$ cat config.mk
export PLATFORM = sky130hd
export DESIGN_NAME = fx_sched
export DESIGN_NICKNAME = d
export VERILOG_FILES = /design/src/rtl/sample_pkg.sv /design/src/rtl/fx_slot_timer.sv /design/src/rtl/fx_sched.sv
export SDC_FILE = /design/constraint.sdc
export NUM_CORES = 1
export LEC_CHECK = 0
export CAP_MARGIN = 20
export CORE_ASPECT_RATIO = 1.2
export CORE_MARGIN = 3
export CORE_UTILIZATION = 50
export CTS_CLUSTER_DIAMETER = 30
export DETAILED_ROUTE_END_ITERATION = 8
export PLACE_DENSITY = 0.84
export SLEW_MARGIN = 20
export SYNTH_ARGS = -nofsm -noshare
export SYNTH_HDL_FRONTEND = slang
export SYNTH_HIERARCHICAL = 1
export SYNTH_SLANG_ARGS = --single-unit
$ cat constraint.sdc
create_clock -name mclk -period 4.5 [get_ports mclk]
set_input_delay 1.125 -clock mclk [delete_from_list [all_inputs] [get_ports mclk]]
set_output_delay 1.125 -clock mclk [all_outputs]
set_load 0.05 [all_outputs]
$ cat src/rtl/sample_pkg.sv
// Shared audio sample types plus the effect-scheduler job and state types.
package sample_pkg;
  localparam int SAMPLE_W   = 24;
  localparam int FRAME_MCLK = 512;
  localparam int STG_W      = 3;
  localparam int MASK_W     = 1 << STG_W;

  typedef struct packed {
    logic [SAMPLE_W-1:0] lc;
    logic [SAMPLE_W-1:0] rc;
  } sample_t;

  typedef enum logic {CH_L = 1'b0, CH_R = 1'b1} chan_e;

  typedef struct packed {
    logic [STG_W-1:0] stage;
    chan_e            ch;
  } fx_job_t;

  typedef enum logic [2:0] {
    S_IDLE, S_NEXT, S_ISSUE, S_WAIT, S_DONE, S_DRAIN
  } fx_sched_state_e;
endpackage

$ cat src/rtl/fx_slot_timer.sv
// Frame slot counter: (re)starts at 1 on start, raises slot_hit one cycle before the TX slot.
module fx_slot_timer #(
  parameter int TX_SLOT = 508
) (
  input  logic mclk,
  input  logic rst,
  input  logic start,
  input  logic clr,
  output logic slot_hit,
  output logic run
);
  logic [8:0] slot_cnt;

  always_ff @(posedge mclk) begin
    if (rst) begin
      slot_cnt <= '0;
      run      <= 1'b0;
    end else if (start) begin
      slot_cnt <= 9'd1;
      run      <= 1'b1;
    end else if (clr) begin
      slot_cnt <= '0;
      run      <= 1'b0;
    end else if (run) begin
      slot_cnt <= slot_cnt + 9'd1;
    end
  end

  // tx outputs are registered, so the hit is raised one count early to land them on TX_SLOT
  assign slot_hit = run && (slot_cnt == 9'(TX_SLOT - 1));
endmodule

$ cat src/rtl/fx_sched.sv
// Time-shares one effect engine over NUM_STAGES x 2 channel jobs per stereo frame,
// returning the result at a fixed slot after the frame's rx_vld.
module fx_sched
  import sample_pkg::*;
#(
  parameter int NUM_STAGES = 4,
  parameter int TX_SLOT    = 508
) (
  input  logic                  mclk,
  input  logic                  rst,
  input  sample_t               rx_data,
  input  logic                  rx_vld,
  output sample_t               tx_data,
  output logic                  tx_vld,
  input  logic [NUM_STAGES-1:0] bypass_mask,
  output logic                  fx_req_vld,
  input  logic                  fx_req_rdy,
  output logic [STG_W-1:0]      fx_req_stage,
  output logic                  fx_req_ch,
  output logic [SAMPLE_W-1:0]   fx_req_data,
  input  logic                  fx_rsp_vld,
  input  logic [SAMPLE_W-1:0]   fx_rsp_data,
  output logic                  busy,
  output logic                  timeout,
  output logic                  frame_err
);
  fx_sched_state_e   st, nxt;
  sample_t           dry, work;
  logic [MASK_W-1:0] mask;
  fx_job_t           job;
  logic              chain_end, pend;
  logic              slot_hit, slot_run;
  logic              rsp_wr, skip, outst_nxt, err_go;

  fx_slot_timer #(.TX_SLOT(TX_SLOT)) u_tmr (
    .mclk     (mclk),
    .rst      (rst),
    .start    (rx_vld),
    .clr      (slot_hit),
    .slot_hit (slot_hit),
    .run      (slot_run)
  );

  // a job is still in flight at the engine after this edge
  assign outst_nxt = (st == S_ISSUE && fx_req_rdy) ||
                     ((st == S_WAIT || st == S_DRAIN) && !fx_rsp_vld);
  assign err_go    = rx_vld && slot_run && !slot_hit && (st != S_DRAIN);

  always_ff @(posedge mclk) begin
    if (rst) st <= S_IDLE;
    else     st <= nxt;
  end

  always_comb begin
    nxt    = st;
    rsp_wr = 1'b0;
    skip   = 1'b0;
    unique case (st)
      S_IDLE:  ;
      S_NEXT:  if (chain_end)            nxt  = S_DONE;
               else if (mask[job.stage]) skip = 1'b1;
               else                      nxt  = S_ISSUE;
      S_ISSUE: if (fx_req_rdy) nxt = S_WAIT;
      S_WAIT:  if (fx_rsp_vld) begin
                 rsp_wr = 1'b1;
                 nxt    = S_NEXT;
               end
      S_DONE:  if (!slot_run) nxt = S_IDLE;
      S_DRAIN: if (fx_rsp_vld) nxt = pend ? S_NEXT : S_DONE;
      default: nxt = S_IDLE;
    endcase
    if (slot_hit) nxt = outst_nxt ? S_DRAIN : S_IDLE;
    // a new frame always wins; it waits out any in-flight job in DRAIN
    if (rx_vld)   nxt = outst_nxt ? S_DRAIN : S_NEXT;
  end

  always_ff @(posedge mclk) begin
    if (rst) begin
      dry       <= '0;
      work      <= '0;
      mask      <= '0;
      job       <= '0;
      chain_end <= 1'b0;
      pend      <= 1'b0;
      tx_data   <= '0;
      tx_vld    <= 1'b0;
      timeout   <= 1'b0;
      frame_err <= 1'b0;
    end else begin
      tx_vld    <= slot_hit;
      timeout   <= slot_hit && (st != S_DONE);
      frame_err <= err_go;
      if (slot_hit) tx_data <= (st == S_DONE) ? work : dry;
      // dry/work double as the pending frame store while draining: drained results are discarded
      if (rx_vld) begin
        dry       <= rx_data;
        work      <= rx_data;
        mask      <= MASK_W'(bypass_mask);
        job       <= '0;
        chain_end <= 1'b0;
        pend      <= outst_nxt;
      end else begin
        if (slot_hit || (st == S_DRAIN && fx_rsp_vld)) pend <= 1'b0;
        if (rsp_wr) begin
          if (job.ch == CH_R) work.rc <= fx_rsp_data;
          else                work.lc <= fx_rsp_data;
        end
        if (rsp_wr || skip) begin
          if (skip || job.ch == CH_R) begin
            job.ch <= CH_L;
            if (job.stage == STG_W'(NUM_STAGES - 1)) chain_end <= 1'b1;
            else                                     job.stage <= job.stage + STG_W'(1);
          end else begin
            job.ch <= CH_R;
          end
        end
      end
    end
  end

  assign fx_req_vld   = (st == S_ISSUE);
  assign fx_req_stage = job.stage;
  assign fx_req_ch    = logic'(job.ch);
  assign fx_req_data  = (job.ch == CH_R) ? work.rc : work.lc;
  assign busy         = (st != S_IDLE);
endmodule

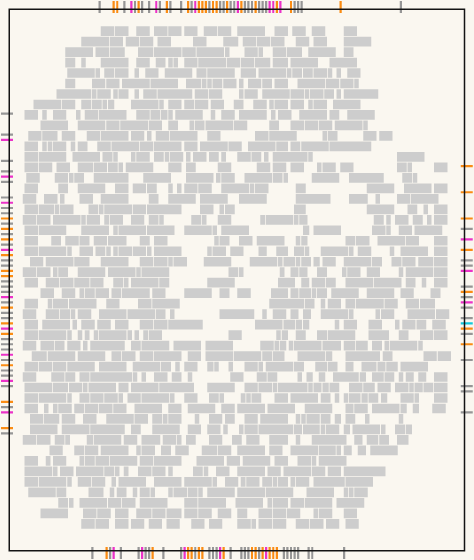
Fig. 1. Pin placement (run 1).
Pins as bars across the die edge, other pins in gray.
color	port	pins	direction	edge
magenta	fx_rsp_data	24	input	9 left, 7 top, 5 bottom, 3 right
orange	tx_data	48	output	16 top, 13 bottom, 12 left, 7 right
cyan	rst	1	input	right

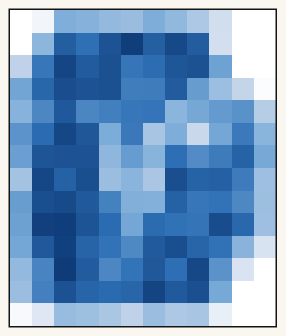
Fig. 2. Cell density map (run 1).
12 x 14 tiles, from white (low) to dark blue (high), 0 to 100% covered.
nearly empty tiles	7.7%
mean over tiles	58%
densest ninth of the die	middle left
tiles over 75% full	36%
fullest tile	95%

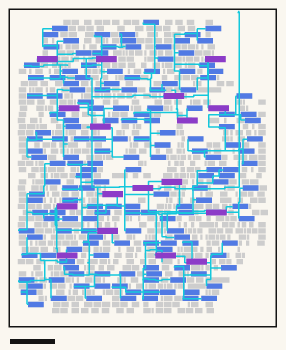
Fig. 3. Clock wires, drivers and flops (run 1).
Bar = 20 µm.
[blue] flip-flops | count: 170
[purple] cells driving clock nets | count: 17
[cyan] clock wires | length: 1920 µm
routed clock nets	18
flops lie	widely spread

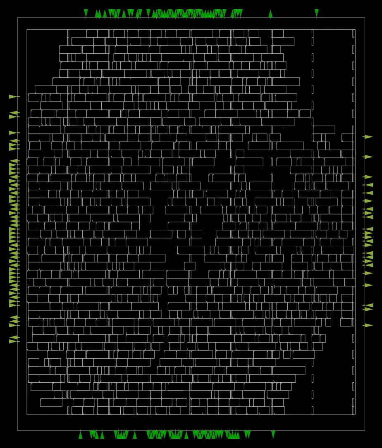
Fig. 4. Cell placement (run 1).
Well Taps: 200
number of sequential storage elements: 170
Final Core Density: 67.33%

-- run 1: power by group through the flow --
stage               clock network, mW  logic (mW)  registers, mW
finish                           1.54       0.443           1.62
global route                     1.62       0.478           1.63
CTS                              1.57       0.445           1.62
detailed placement                  0       0.440           1.65
global placement                    0       0.431           1.65
floorplan                           0       0.295           1.63
-- run 1: flip-flops by register name, indices dropped and copies added (netlist names) --
signal / count
dry: 48
tx_data: 48
work: 48
u_tmr/slot_cnt: 9
mask: 4
fx_req_stage: 3
st: 3
chain_end: 1
frame_err: 1
fx_req_ch: 1
pend: 1
timeout: 1
tx_vld: 1
u_tmr/run: 1
-- run 1: cells in the final DEF (no fill, tap or decap), drive strengths merged, types with 2 or more instances in the layout --
master         Yosys  final
nand2             11     11
ha                 4      4
o21bai             2      2
nor3               6      6
o211ai             3      3
clkbuf            40     22
bufinv             0      3
xor2               4      4
nor2             160    160
clkdlybuf4s50      0    159
o21a               2      2
nand4b             2      2
a311o              3      3
or4                3      3
nand2b             2      2
mux2i            153    153
clkinv             1      4
or3                5      5
clkinvlp           0      2
nor3b              2      2
nand4              6      6
o21ai              7      7
mux2              24     24
inv                9     11
and2               2      2
a211oi            97     97
nor2b              3      3
buf               24     11
dfxtp            170    170
a21oi              7      7
-- run 1: cell usage after synthesis, types with 2 or more instances --
cell / instances
mux2_2: 24
buf_4: 5
a311o_1: 3
o21a_1: 2
or3_1: 5
nor2b_1: 3
a21oi_1: 7
buf_2: 13
nand2_1: 11
xor2_1: 4
o21ai_0: 7
or4_1: 3
nor2_1: 159
clkbuf_1: 40
o211ai_1: 3
nand4_1: 6
a211oi_1: 97
and2_1: 2
dfxtp_1: 170
nand2b_1: 2
ha_1: 4
buf_6: 2
nor3_1: 6
o21bai_1: 2
inv_1: 9
nand4b_1: 2
buf_1: 4
mux2i_1: 153
-- run 1: layout make-up --
type                       count  area [µm²]
multi-input combinational    523        3775
inverter                      10       37.54
clock buffer                  22       494.2
fill                        1152        4748
tap                          200       250.2
timing repair buffer         170        1687
sequential                   170        3405
clock inverter                10       137.6
-- run 1: kinds of logic (layout without fill, tap and decap cells) --
| family | Yosys count | after routing | share of synthesized area, % |
|---|---|---|---|
| buf+inv | 74 | 212 | 4.374 |
| simple gates | 206 | 206 | 11.75 |
| mux | 178 | 178 | 24.34 |
| xor+xnor | 4 | 4 | 0.4674 |
| fa+ha+maj | 4 | 4 | 0.6678 |
| compound gates | 131 | 131 | 12.99 |
| flops | 170 | 170 | 45.41 |
-- run 1: worst paths after layout --
check / start / endpoint / slack (ps) / cells after the start
setup reg to reg: u_tmr/run / st[2] / 2040 / 6
setup / recovery: fx_req_ch / fx_req_data[4] / 890 / 2
hold reg to reg: tx_data[3] / tx_data[3] / 480 / 2
hold / removal: tx_data[3] / tx_data[3] / 480 / 2
-- run 1: per-stage QoR --
step	instances	util (%)	power (mW)	cell area (µm²)	setup slack (ps)
2_1_floorplan	767	-	1.927	7495	1526
3_3_place_gp	1073	62.98	2.086	9154	1205
3_5_place_dp	1073	62.98	2.095	9154	1169
4_1_cts	1105	67.33	3.635	9786	869.7
5_1_grt	1105	67.33	3.728	9786	829.8
6_report	1105	67.33	3.605	9786	894.4
==> results_tabular.tex, run 1 <==
% Implementation results table
\begin{tabular}{lr}
\hline
Metric & Value \\
\hline
\multicolumn{2}{l}{\textbf{Timing}} \\
\quad Worst-margin pin slew & 981.7 ps \\
\quad Achievable frequency & 277.3 MHz \\
\quad Share of the clock period used by the worst path & 80.12\% \\
\quad Final max-slew violation count & 0 \\
\quad Sum of negative setup slack & 0 ps \\
\quad Final setup skew & 8.886 ps \\
\quad Fin. Hold Viols & 0 \\
\quad RSZ-0062 raised after global routing & false \\
\multicolumn{2}{l}{\textbf{Routing}} \\
\quad Met1 WL & 8152 µm \\
\quad Iter 0 DRT Violations & 298 \\
\quad Via count & 6178 \\
\quad Total length of routed met2 wires & 9360 µm \\
\quad Routed wire per std cell & 17.33 µm \\
\quad Drc violations & 0 \\
\quad Average vias per placed instance & 5.591 \\
\quad Antenna-violating nets left & 0 \\
\multicolumn{2}{l}{\textbf{Logic synthesis}} \\
\quad Proportion of netlist area held by the largest area contributor & 45.41\% \\
\quad Async set-reset flop share out of synthesis & 0\% \\
\quad Flops out of synthesis & 170 \\
\quad Number of cell instances after yosys synthesis & 767 \\
\quad Largest area contributor in the netlist & dfxtp\_1 \\
\quad Synthesis Warnings & 6 \\
\quad Main area contributors & dfxtp\_1, mux2i\_1, a211oi\_1 \\
\quad Share of synthesized area occupied by flip-flops and latches & 45.41\% \\
\quad Number of distinct standard cells referenced by the synthesized netlist & 47 \\
\quad Number of flops mapped to enable cells by yosys & 0 \\
\quad Summed standard-cell area reported by yosys & 7495 µm² \\
\quad Main synth FF type & dfxtp\_1 \\
\multicolumn{2}{l}{\textbf{Run}} \\
\quad Number of OpenROAD warnings & 27 \\
\quad Number of max-cap violations & 0 \\
\multicolumn{2}{l}{\textbf{Floorplanning}} \\
\quad Top-Level Pins & 162 \\
\quad Fraction of the core area occupied by cells at floorplan & 51.57\% \\
\quad Die height & 140.1 µm \\
\quad Std-Cell Core Area & 14530 µm² \\
\quad Width of the die & 117.8 µm \\
\multicolumn{2}{l}{\textbf{Cells and area}} \\
\quad Share of post-route cells with drive strength above 1 & 8.177\% \\
\quad Final layout net count & 977 \\
\quad Post-synthesis to final-layout area growth & 30.57\% \\
\quad Final antenna diode count & 0 \\
\multicolumn{2}{l}{\textbf{Clock tree}} \\
\quad Buffer cell driving the clock tree root & clkbuf\_16 \\
\quad Post CTS Setup Buffer Count & 0 \\
\quad Clk Latency, worst-skew pair & 430 ps \\
\quad Number of H-tree levels & 4 \\
\quad Hold bufs inserted after CTS & 0 \\
\quad Clock buffer count from CTS & 17 \\
\quad TritonCTS sink count & 170 \\
\quad Clock tree from TritonCTS & done \\
\quad Clock buffer depth & 2 \\
\multicolumn{2}{l}{\textbf{Power and ir drop}} \\
\quad Internal power summed over all cells & 2.722 mW \\
\quad Maximum VDD drop & 0.2957 mV \\
\quad Sw frac & 24.49\% \\
\quad PD cells & 368.4 nW/µm² \\
\quad Clock Power Share & 42.7\% \\
\quad Net switching component of the power & 0.8829 mW \\
\quad Comb pwr share & 12.3\% \\
\quad Leakage & 3.656 nW \\
\multicolumn{2}{l}{\textbf{Setup path}} \\
\quad Arrival time worst endpoint & 2480 ps \\
\quad CP required & 3380 ps \\
\quad Critical path launch point type & register \\
\quad Type of the worst setup path & register to primary output \\
\quad Biggest cell delay along the critical path & 910 ps \\
\quad Worst-path cell with the longest stage delay & dfxtp\_2 \\
\multicolumn{2}{l}{\textbf{Run status}} \\
\quad Run status & finished clean \\
\multicolumn{2}{l}{\textbf{Hold path}} \\
\quad Type of the tightest min-delay check & register to register \\
\multicolumn{2}{l}{\textbf{GRT}} \\
\quad Met3 usage in global routing & 6.624\% \\
\quad Routing usage on met1 & 27.44\% \\
\quad GRT Util Overall & 22.98\% \\
\quad Number of global-route vias before repair & 6142 \\
\quad Largest net degree at the start of global routing & 97 \\
\quad Number of antenna violations at the first check in global routing & 2 \\
\multicolumn{2}{l}{\textbf{Placement}} \\
\quad Gpl congestion & 0.8100 \\
\quad Port Buf Inserts & 161 \\
\hline
\end{tabular}
==> inputs of run 2 (changes only) <==
==> constraint.sdc (replaced) <==
create_clock -name mclk -period 3.45 [get_ports mclk]
set_input_delay 0.8625 -clock mclk [delete_from_list [all_inputs] [get_ports mclk]]
set_output_delay 0.8625 -clock mclk [all_outputs]
set_load 0.05 [all_outputs]
==> run 2 against run 1 <==
Utilization is 0.077 points higher. First-iteration DRC count is 42% higher. Via count is 0.24% higher. Setup slack worse by 610 ps. Global-route usage is 0.41 points higher. Clock skew is 1.2 ps lower. Critical path type unchanged. Register-to-register slack worse by 840 ps. Synthesized cell count stayed put.
==> results_tabular.tex, run 2 <==
% Implementation results table
\begin{tabular}{lr}
\hline
Metric & Value \\
\hline
\multicolumn{2}{l}{\textbf{GRT}} \\
\quad Largest net degree at the start of global routing & 93 (-4.1\%) \\
\quad Global route overflow & 0 \\
\quad GRT Util Overall & 23.39\% (+0.41 points) \\
\quad Number of global-route vias before repair & 6130 (-0.20\%) \\
\quad Number of antenna violations at the first check in global routing & 2 (unchanged) \\
\quad Global-route wire length before repair & 31490 µm \\
\multicolumn{2}{l}{\textbf{Placement}} \\
\quad Gpl congestion & 0.8647 (+6.8\%) \\
\quad Port Buf Inserts & 161 (unchanged) \\
\quad HPWL Detailed & 12570 µm \\
\quad Cell count after placement & 1077 (+0.37\%) \\
\quad Post-Place Worst Slack & 708.8 ps (-460.2 ps) \\
\quad Placed Instance Area & 9221 µm² (+0.74\%) \\
\multicolumn{2}{l}{\textbf{Run}} \\
\quad Number of OpenROAD warnings & 27 (unchanged) \\
\quad Number of max-cap violations & 0 (unchanged) \\
\multicolumn{2}{l}{\textbf{Timing}} \\
\quad Period minus WS final & 3161 ps \\
\quad Worst-margin pin slew & 780.7 ps (-201.0 ps) \\
\quad RSZ-0062 raised after global routing & false \\
\quad Total of endpoints with negative setup slack in the final report & 0 \\
\quad Achievable frequency & 316.3 MHz \\
\quad Sum of negative setup slack & 0 ps (unchanged) \\
\quad Final setup skew & 7.716 ps (-1.171 ps) \\
\quad Fin. Hold Viols & 0 (unchanged) \\
\quad Slack of the critical path & 288.8 ps (-605.6 ps) \\
\quad Smallest hold slack & 479.4 ps \\
\quad Relative slew margins & 47.96\% \\
\quad Final max-slew violation count & 0 (unchanged) \\
\quad Share of the clock period used by the worst path & 91.63\% \\
\multicolumn{2}{l}{\textbf{Logic synthesis}} \\
\quad Share of synthesized area occupied by flip-flops and latches & 45.41\% (unchanged) \\
\quad Largest area contributor in the netlist & dfxtp\_1 \\
\quad Flops out of synthesis & 170 (unchanged) \\
\quad Main synth FF type & dfxtp\_1 \\
\quad Number of flops mapped to enable cells by yosys & 0 (unchanged) \\
\quad Proportion of netlist area held by the largest area contributor & 45.41\% (unchanged) \\
\quad Post-synth top cells & dfxtp\_1, nor2\_1, mux2i\_1 \\
\quad Summed standard-cell area reported by yosys & 7495 µm² (unchanged) \\
\quad Synth Cell Area & 7495 µm² \\
\quad Leading cell type by number of instances after synthesis & dfxtp\_1 \\
\quad Count of mapped cells out of synthesis & 767 \\
\quad Number of cell instances after yosys synthesis & 767 (unchanged) \\
\quad Synthesis Warnings & 6 (unchanged) \\
\quad Net count after synthesis & 852 \\
\quad Number of distinct standard cells referenced by the synthesized netlist & 47 (unchanged) \\
\quad Mean Syn Cell Area & 9.771 µm² \\
\quad Main area contributors & dfxtp\_1, mux2i\_1, a211oi\_1 \\
\quad Async set-reset flop share out of synthesis & 0\% (unchanged) \\
\multicolumn{2}{l}{\textbf{Clock tree}} \\
\quad Clock buffer depth & 2 (unchanged) \\
\quad Hold bufs inserted after CTS & 0 (unchanged) \\
\quad Buffer cell driving the clock tree root & clkbuf\_16 \\
\quad Clock slew at reported path FFs & 60 ps \\
\quad Number of H-tree levels & 4 (unchanged) \\
\quad Post CTS Setup Buffer Count & 0 (unchanged) \\
\quad Clock buffer count from CTS & 17 (unchanged) \\
\quad Clock tree from TritonCTS & done \\
\quad TritonCTS sink count & 170 (unchanged) \\
\quad Clk Latency, worst-skew pair & 420 ps (about the same) \\
\quad Post-CTS resize count & 0 \\
\multicolumn{2}{l}{\textbf{Cells and area}} \\
\quad Final cell count without fillers & 1109 (+0.36\%) \\
\quad Final layout net count & 981 (+0.41\%) \\
\quad Final Core Density & 67.41\% (+0.077 points) \\
\quad Most common cell after layout, fill and taps aside & dfxtp\_1 \\
\quad Share of post-route cells with drive strength above 1 & 8.581\% (+0.40 points) \\
\quad Top Layout Cells & dfxtp\_1, nor2\_1, clkdlybuf4s50\_1, mux2i\_1, a211oi\_1 \\
\quad Post-synthesis to final-layout area growth & 30.72\% \\
\quad Largest regs & dry x48, tx\_data x48, work x48 \\
\quad Cell area after layout & 9797 µm² (+0.12\%) \\
\quad Number of fill cells in the layout & 1194 (+3.6\%) \\
\quad Final antenna diode count & 0 (unchanged) \\
\multicolumn{2}{l}{\textbf{Routing}} \\
\quad Drc violations & 0 (unchanged) \\
\quad Total detailed-routing wirelength & 19190 µm \\
\quad Via count & 6193 (+0.24\%) \\
\quad Iter 0 DRT Violations & 423 (+42\%) \\
\quad Routed wire per std cell & 17.31 µm (-0.16\%) \\
\quad Detailed-router iteration count before antenna repair & 5 \\
\quad Average vias per placed instance & 5.584 (-0.12\%) \\
\quad Antenna-violating nets left & 0 (unchanged) \\
\multicolumn{2}{l}{\textbf{Floorplanning}} \\
\quad Top-Level Pins & 162 (unchanged) \\
\quad Std-Cell Core Area & 14530 µm² (unchanged) \\
\quad Die Area & 16500 µm² \\
\quad Width of the die & 117.8 µm (unchanged) \\
\quad Fraction of the core area occupied by cells at floorplan & 51.57\% (unchanged) \\
\quad Cell Rows & 48 \\
\quad Die height & 140.1 µm (unchanged) \\
\multicolumn{2}{l}{\textbf{Setup path}} \\
\quad Cells along the critical path & buf\_12 > mux2\_2 > clkdlybuf4s50\_1 \\
\quad Maximum fanout count along the critical path & 16 \\
\quad Worst-path cell with the longest stage delay & clkdlybuf4s50\_1 \\
\quad Arrival time worst endpoint & 2300 ps (-180 ps) \\
\quad Biggest cell delay along the critical path & 700 ps (-210 ps) \\
\quad Category of the worst setup path capture point & primary output \\
\quad Type of the worst setup path & register to primary output \\
\quad CP required & 2590 ps (-790 ps) \\
\quad Critical path launch point type & register \\
\multicolumn{2}{l}{\textbf{Hold path}} \\
\quad Type of the tightest min-delay check & register to register \\
\multicolumn{2}{l}{\textbf{Power and ir drop}} \\
\quad Leakage & 3.670 nW (+0.37\%) \\
\quad PD cells & 463.2 nW/µm² (+26\%) \\
\quad Maximum VDD drop & 0.2668 mV (-9.8\%) \\
\quad Overall power & 4.538 mW (+26\%) \\
\multicolumn{2}{l}{\textbf{Run status}} \\
\quad Run status & finished clean \\
\hline
\end{tabular}
-- run 2: cell count changes in the layout (fill, tap and decap cells not counted), moves of 2 or more --
cell / previous run / this run
buf_12: 1 / 4
clkinv_2: 3 / 6
clkinv_4: 1 / 4
bufinv_16: 3 / 1
clkinvlp_4: 2 / 0
-- run 2: layout make-up --
type / instances / area [µm²] / area share (%)
Sequential cell: 170 / 3405 / 34.75
Multi-Input combinational cell: 523 / 3775 / 38.53
Inverter: 10 / 37.54 / 0.3831
Clock inverter: 11 / 95.09 / 0.9706
Tap cell: 200 / 250.2 / 2.554
Timing Repair Buffer: 174 / 1754 / 17.91
Clock buffer: 21 / 480.5 / 4.904
-- run 2: cells by family (layout without fill, tap and decap cells) --
group / Yosys count / count (layout) / synth area share (%)
flip-flops: 170 / 170 / 45.41
XOR/XNOR: 4 / 4 / 0.4674
AND/OR/NAND/NOR: 206 / 206 / 11.75
multiplexers: 178 / 178 / 24.34
buffers and inverters: 74 / 216 / 4.374
adder cells (fa/ha/maj): 4 / 4 / 0.6678
AND-OR/OR-AND: 131 / 131 / 12.99
-- run 2: final timing paths --
check / cells past startpoint / endpoint / slack, ps / startpoint
worst max register to register: 7 / u_tmr/run / 1200 / u_tmr/slot_cnt[0]
worst min-delay path: 2 / fx_req_stage[2] / 480 / fx_req_stage[2]
worst min register to register: 2 / fx_req_stage[2] / 480 / fx_req_stage[2]
worst max-delay path: 3 / fx_req_data[20] / 290 / fx_req_ch
-- run 2: per-layer routing --
layer	vias up	track usage (%)	part of all wire, %
li1	3029	-	-
met1	2957	28.74	44
met2	171	39.73	49
met3	32	6.381	5.5
met4	4	7.963	2.1
met5	-	0	0.19
-- run 2: power breakdown --
part	switching (mW)	internal (mW)
clock network	0.773	1.07
logic	0.312	0.274
registers	0.0666	2.05
-- run 2: critical path: cells and delay by family, from the launching register on --
kind | cells | cell delay [ps]
buffers and inverters | 2 | 930
flip-flops | 1 | 590
multiplexers | 1 | 350
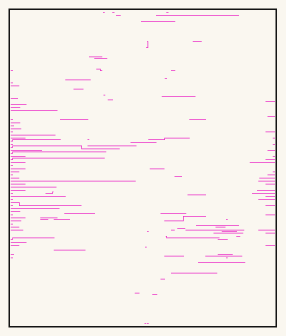
Fig. 5. Met3 routing (run 2).
main direction	horizontal
share of all routed wire	5.5%
nets with wire on the layer	109

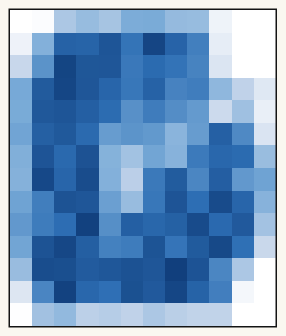
Fig. 6. Cell density map (run 2).
12 x 14 tiles, from white (low) to dark blue (high), 0 to 100% covered.
emptiest ninth of the die	upper right
mean over tiles	58%
fullest tile	94%
nearly empty tiles	7.7%
tiles over 75% full	39%

==> inputs of run 3 (changes only) <==
--- a/config.mk
+++ b/config.mk
@@ -6,7 +6,7 @@
 export NUM_CORES = 1
 export LEC_CHECK = 0
 export CAP_MARGIN = 20
-export CORE_ASPECT_RATIO = 1.2
+export CORE_ASPECT_RATIO = 2
 export CORE_MARGIN = 3
 export CORE_UTILIZATION = 50
 export CTS_CLUSTER_DIAMETER = 30
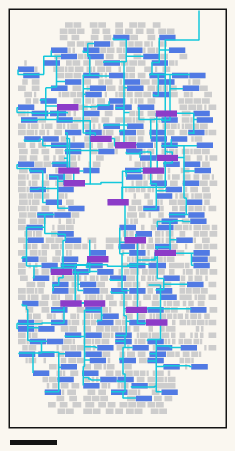
Fig. 7. Clock wires, drivers and flops (run 3).
Bar = 20 µm.
[blue] flip-flops | count: 170
[purple] cells driving clock nets | count: 17
[cyan] clock wires | length: 1880 µm
flops lie	widely spread

==> run 3 against run 2 <==
Count of clock-buffer cells in the layout fell by 3. Largest power group unchanged. Utilization rose by 0.076 points. Critical endpoint unchanged. Hold slack got worse by 1.4 ps. Global-route usage rose by 0.55 points. Non-clock buffer count rose by 2.
==> results_tabular.tex, run 3 <==
% Implementation results table
\begin{tabular}{lr}
\hline
Metric & Value \\
\hline
\multicolumn{2}{l}{\textbf{Routing}} \\
\quad Total detailed-routing wirelength & 19650 µm (+2.4\%) \\
\quad Via count & 6219 (+0.42\%) \\
\quad Iter 0 DRT Violations & 258 (-39\%) \\
\quad Routed wire per std cell & 17.81 µm (+2.9\%) \\
\quad Antenna-violating nets left & 0 (unchanged) \\
\quad Drc violations & 0 (unchanged) \\
\multicolumn{2}{l}{\textbf{Logic synthesis}} \\
\quad Number of flops mapped to enable cells by yosys & 0 (unchanged) \\
\quad Synthesis Warnings & 6 (unchanged) \\
\quad Summed standard-cell area reported by yosys & 7495 µm² (unchanged) \\
\quad Number of cell instances after yosys synthesis & 767 (unchanged) \\
\quad Mean Syn Cell Area & 9.771 µm² (unchanged) \\
\quad Main area contributors & dfxtp\_1, mux2i\_1, a211oi\_1 \\
\quad Number of distinct standard cells referenced by the synthesized netlist & 47 (unchanged) \\
\quad Leading cell type by number of instances after synthesis & dfxtp\_1 \\
\quad Flops out of synthesis & 170 (unchanged) \\
\quad Main synth FF type & dfxtp\_1 \\
\quad Async set-reset flop share out of synthesis & 0\% (unchanged) \\
\quad Count of mapped cells out of synthesis & 767 (unchanged) \\
\multicolumn{2}{l}{\textbf{Timing}} \\
\quad Achievable frequency & 315.9 MHz (-0.13\%) \\
\quad Total of endpoints with negative setup slack in the final report & 0 (unchanged) \\
\quad Share of the clock period used by the worst path & 91.75\% (+0.12 points) \\
\quad Sum of negative setup slack & 0 ps (unchanged) \\
\quad Period minus WS final & 3165 ps (+4.117 ps) \\
\quad RSZ-0062 raised after global routing & false \\
\quad Final max-slew violation count & 0 (unchanged) \\
\multicolumn{2}{l}{\textbf{Floorplanning}} \\
\quad Die Area & 16580 µm² (+0.50\%) \\
\quad Die height & 179.1 µm (+28\%) \\
\quad Std-Cell Core Area & 14510 µm² (-0.19\%) \\
\quad Top-Level Pins & 162 (unchanged) \\
\quad Fraction of the core area occupied by cells at floorplan & 51.66\% (+0.098 points) \\
\multicolumn{2}{l}{\textbf{Run status}} \\
\quad Run status & finished clean \\
\multicolumn{2}{l}{\textbf{Clock tree}} \\
\quad Clock buffer depth & 2 (unchanged) \\
\quad TritonCTS sink count & 170 (unchanged) \\
\quad Hold bufs inserted after CTS & 0 (unchanged) \\
\quad Clock buffer count from CTS & 17 (unchanged) \\
\quad Post CTS Setup Buffer Count & 0 (unchanged) \\
\quad Number of H-tree levels & 4 (unchanged) \\
\quad Clock tree from TritonCTS & done \\
\quad Clock slew at reported path FFs & 70 ps (about the same) \\
\multicolumn{2}{l}{\textbf{Setup path}} \\
\quad Count of cells along the worst register-to-register path & 7 (unchanged) \\
\quad Capture instance of the worst register-to-register path & u\_tmr/slot\_cnt[6] \\
\quad Critical path launch point type & register \\
\quad Category of the worst setup path capture point & primary output \\
\quad Reg2reg setup slack & 1010 ps (-190 ps) \\
\quad Reg-to-reg startpoint & u\_tmr/slot\_cnt[0] \\
\multicolumn{2}{l}{\textbf{Power and ir drop}} \\
\quad Internal power summed over all cells & 3.400 mW (+0.39\%) \\
\quad Overall power & 4.597 mW (+1.3\%) \\
\quad Clock Power Share & 41.3\% (+0.8 points) \\
\quad Net switching component of the power & 1.197 mW (+4.0\%) \\
\quad PD cells & 469.6 nW/µm² (+1.4\%) \\
\quad Maximum VDD drop & 0.3478 mV (+30\%) \\
\quad Leakage & 3.654 nW (-0.43\%) \\
\multicolumn{2}{l}{\textbf{GRT}} \\
\quad Global-route wire length before repair & 31530 µm (+0.13\%) \\
\quad GRT Util Overall & 23.93\% (+0.55 points) \\
\quad Number of antenna violations at the first check in global routing & 0 (-2) \\
\multicolumn{2}{l}{\textbf{Cells and area}} \\
\quad Share of post-route cells with drive strength above 1 & 8.672\% (+0.091 points) \\
\quad Post-synthesis to final-layout area growth & 30.62\% (about the same) \\
\quad Top Layout Cells & dfxtp\_1, nor2\_1, clkdlybuf4s50\_1, mux2i\_1, a211oi\_1 \\
\quad Largest regs & dry x48, tx\_data x48, work x48 \\
\quad Most common cell after layout, fill and taps aside & dfxtp\_1 \\
\quad Final layout net count & 983 (+0.20\%) \\
\quad Cell area after layout & 9789 µm² (about the same) \\
\multicolumn{2}{l}{\textbf{Placement}} \\
\quad Placed Instance Area & 9201 µm² (-0.22\%) \\
\quad HPWL Detailed & 13550 µm (+7.8\%) \\
\quad Port Buf Inserts & 161 (unchanged) \\
\multicolumn{2}{l}{\textbf{Hold path}} \\
\quad Hold Path End & fx\_req\_stage[2] \\
\quad Start point of the worst hold path & fx\_req\_stage[2] \\
\multicolumn{2}{l}{\textbf{Run}} \\
\quad Number of OpenROAD warnings & 29 (+7.4\%) \\
\hline
\end{tabular}
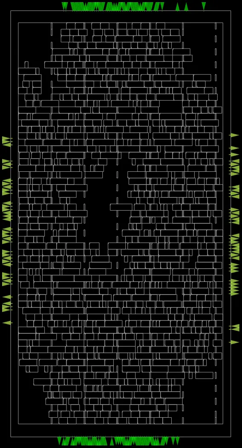
Fig. 8. Cell placement (run 3).
sequential share of cell area: 34.78%
Final Core Density: 67.48%
number of fill cells in the layout: 1157
Well Taps: 192
Cell Rows: 62

-- run 3: cell counts after synthesis --
No cell type changed its count.
-- run 3: how the worst max path moves through the flow --
stage | to | slack, ps | cells past startpoint
final | fx_req_data[20] | 280 | 3
after CTS | fx_req_data[20] | 280 | 3
after global placement | fx_req_data[18] | 750 | 3
after floorplan | fx_req_data[10] | 740 | 3
after global routing | fx_req_data[14] | 230 | 3
after detailed placement | fx_req_data[20] | 740 | 3
-- run 3: metal layers --
layer | share of wire (%) | track usage (%) | vias up
met4 | 4.6 | 13.34 | 0
met3 | 3.6 | 4.032 | 57
met5 | 0 | 0 | -
met2 | 55 | 44.53 | 168
met1 | 36 | 24.99 | 2976
li1 | - | - | 3018
-- run 3: area by class of cell --
cell class	instances	area, µm²	area share [%]
Clock buffer	18	429.2	4.384
Clock inverter	14	158.9	1.623
Inverter	10	37.54	0.3834
Multi-Input combinational cell	523	3775	38.56
Sequential cell	170	3405	34.78
Tap cell	192	240.2	2.454
Timing Repair Buffer	176	1744	17.82
-- run 3: through the flow --
step / cells / worst slack [ps]
2_1_floorplan: 767 / 738.4
3_5_place_dp: 1071 / 735.6
6_report: 1103 / 284.7
4_1_cts: 1103 / 283.0
3_3_place_gp: 1071 / 748.5
5_1_grt: 1103 / 229.8
-- run 3: critical path, stage by stage (launching register included) --
cell	delay (ps)
dfxtp_2	600
buf_12	230
mux2_2	350
clkdlybuf4s50_1	700
-- run 3: cells by family (layout without fill, tap and decap cells) --
group / after synthesis / after routing / share of synthesized area, %
fa+ha+maj: 4 / 4 / 0.6678
buf+inv: 74 / 218 / 4.374
simple gates: 206 / 206 / 11.75
xor+xnor: 4 / 4 / 0.4674
flops: 170 / 170 / 45.41
mux: 178 / 178 / 24.34
compound gates: 131 / 131 / 12.99
-- run 3: power by group through the flow --
stage / Sequential (mW) / Combinational (mW) / Clock [mW]
2_1_floorplan: 2.13 / 0.385 / 0
3_3_place_gp: 2.15 / 0.580 / 0
3_5_place_dp: 2.15 / 0.589 / 0
4_1_cts: 2.11 / 0.595 / 1.93
5_1_grt: 2.12 / 0.638 / 2.01
6_report: 2.11 / 0.590 / 1.90
Power is estimated from default activity; no workload was simulated.
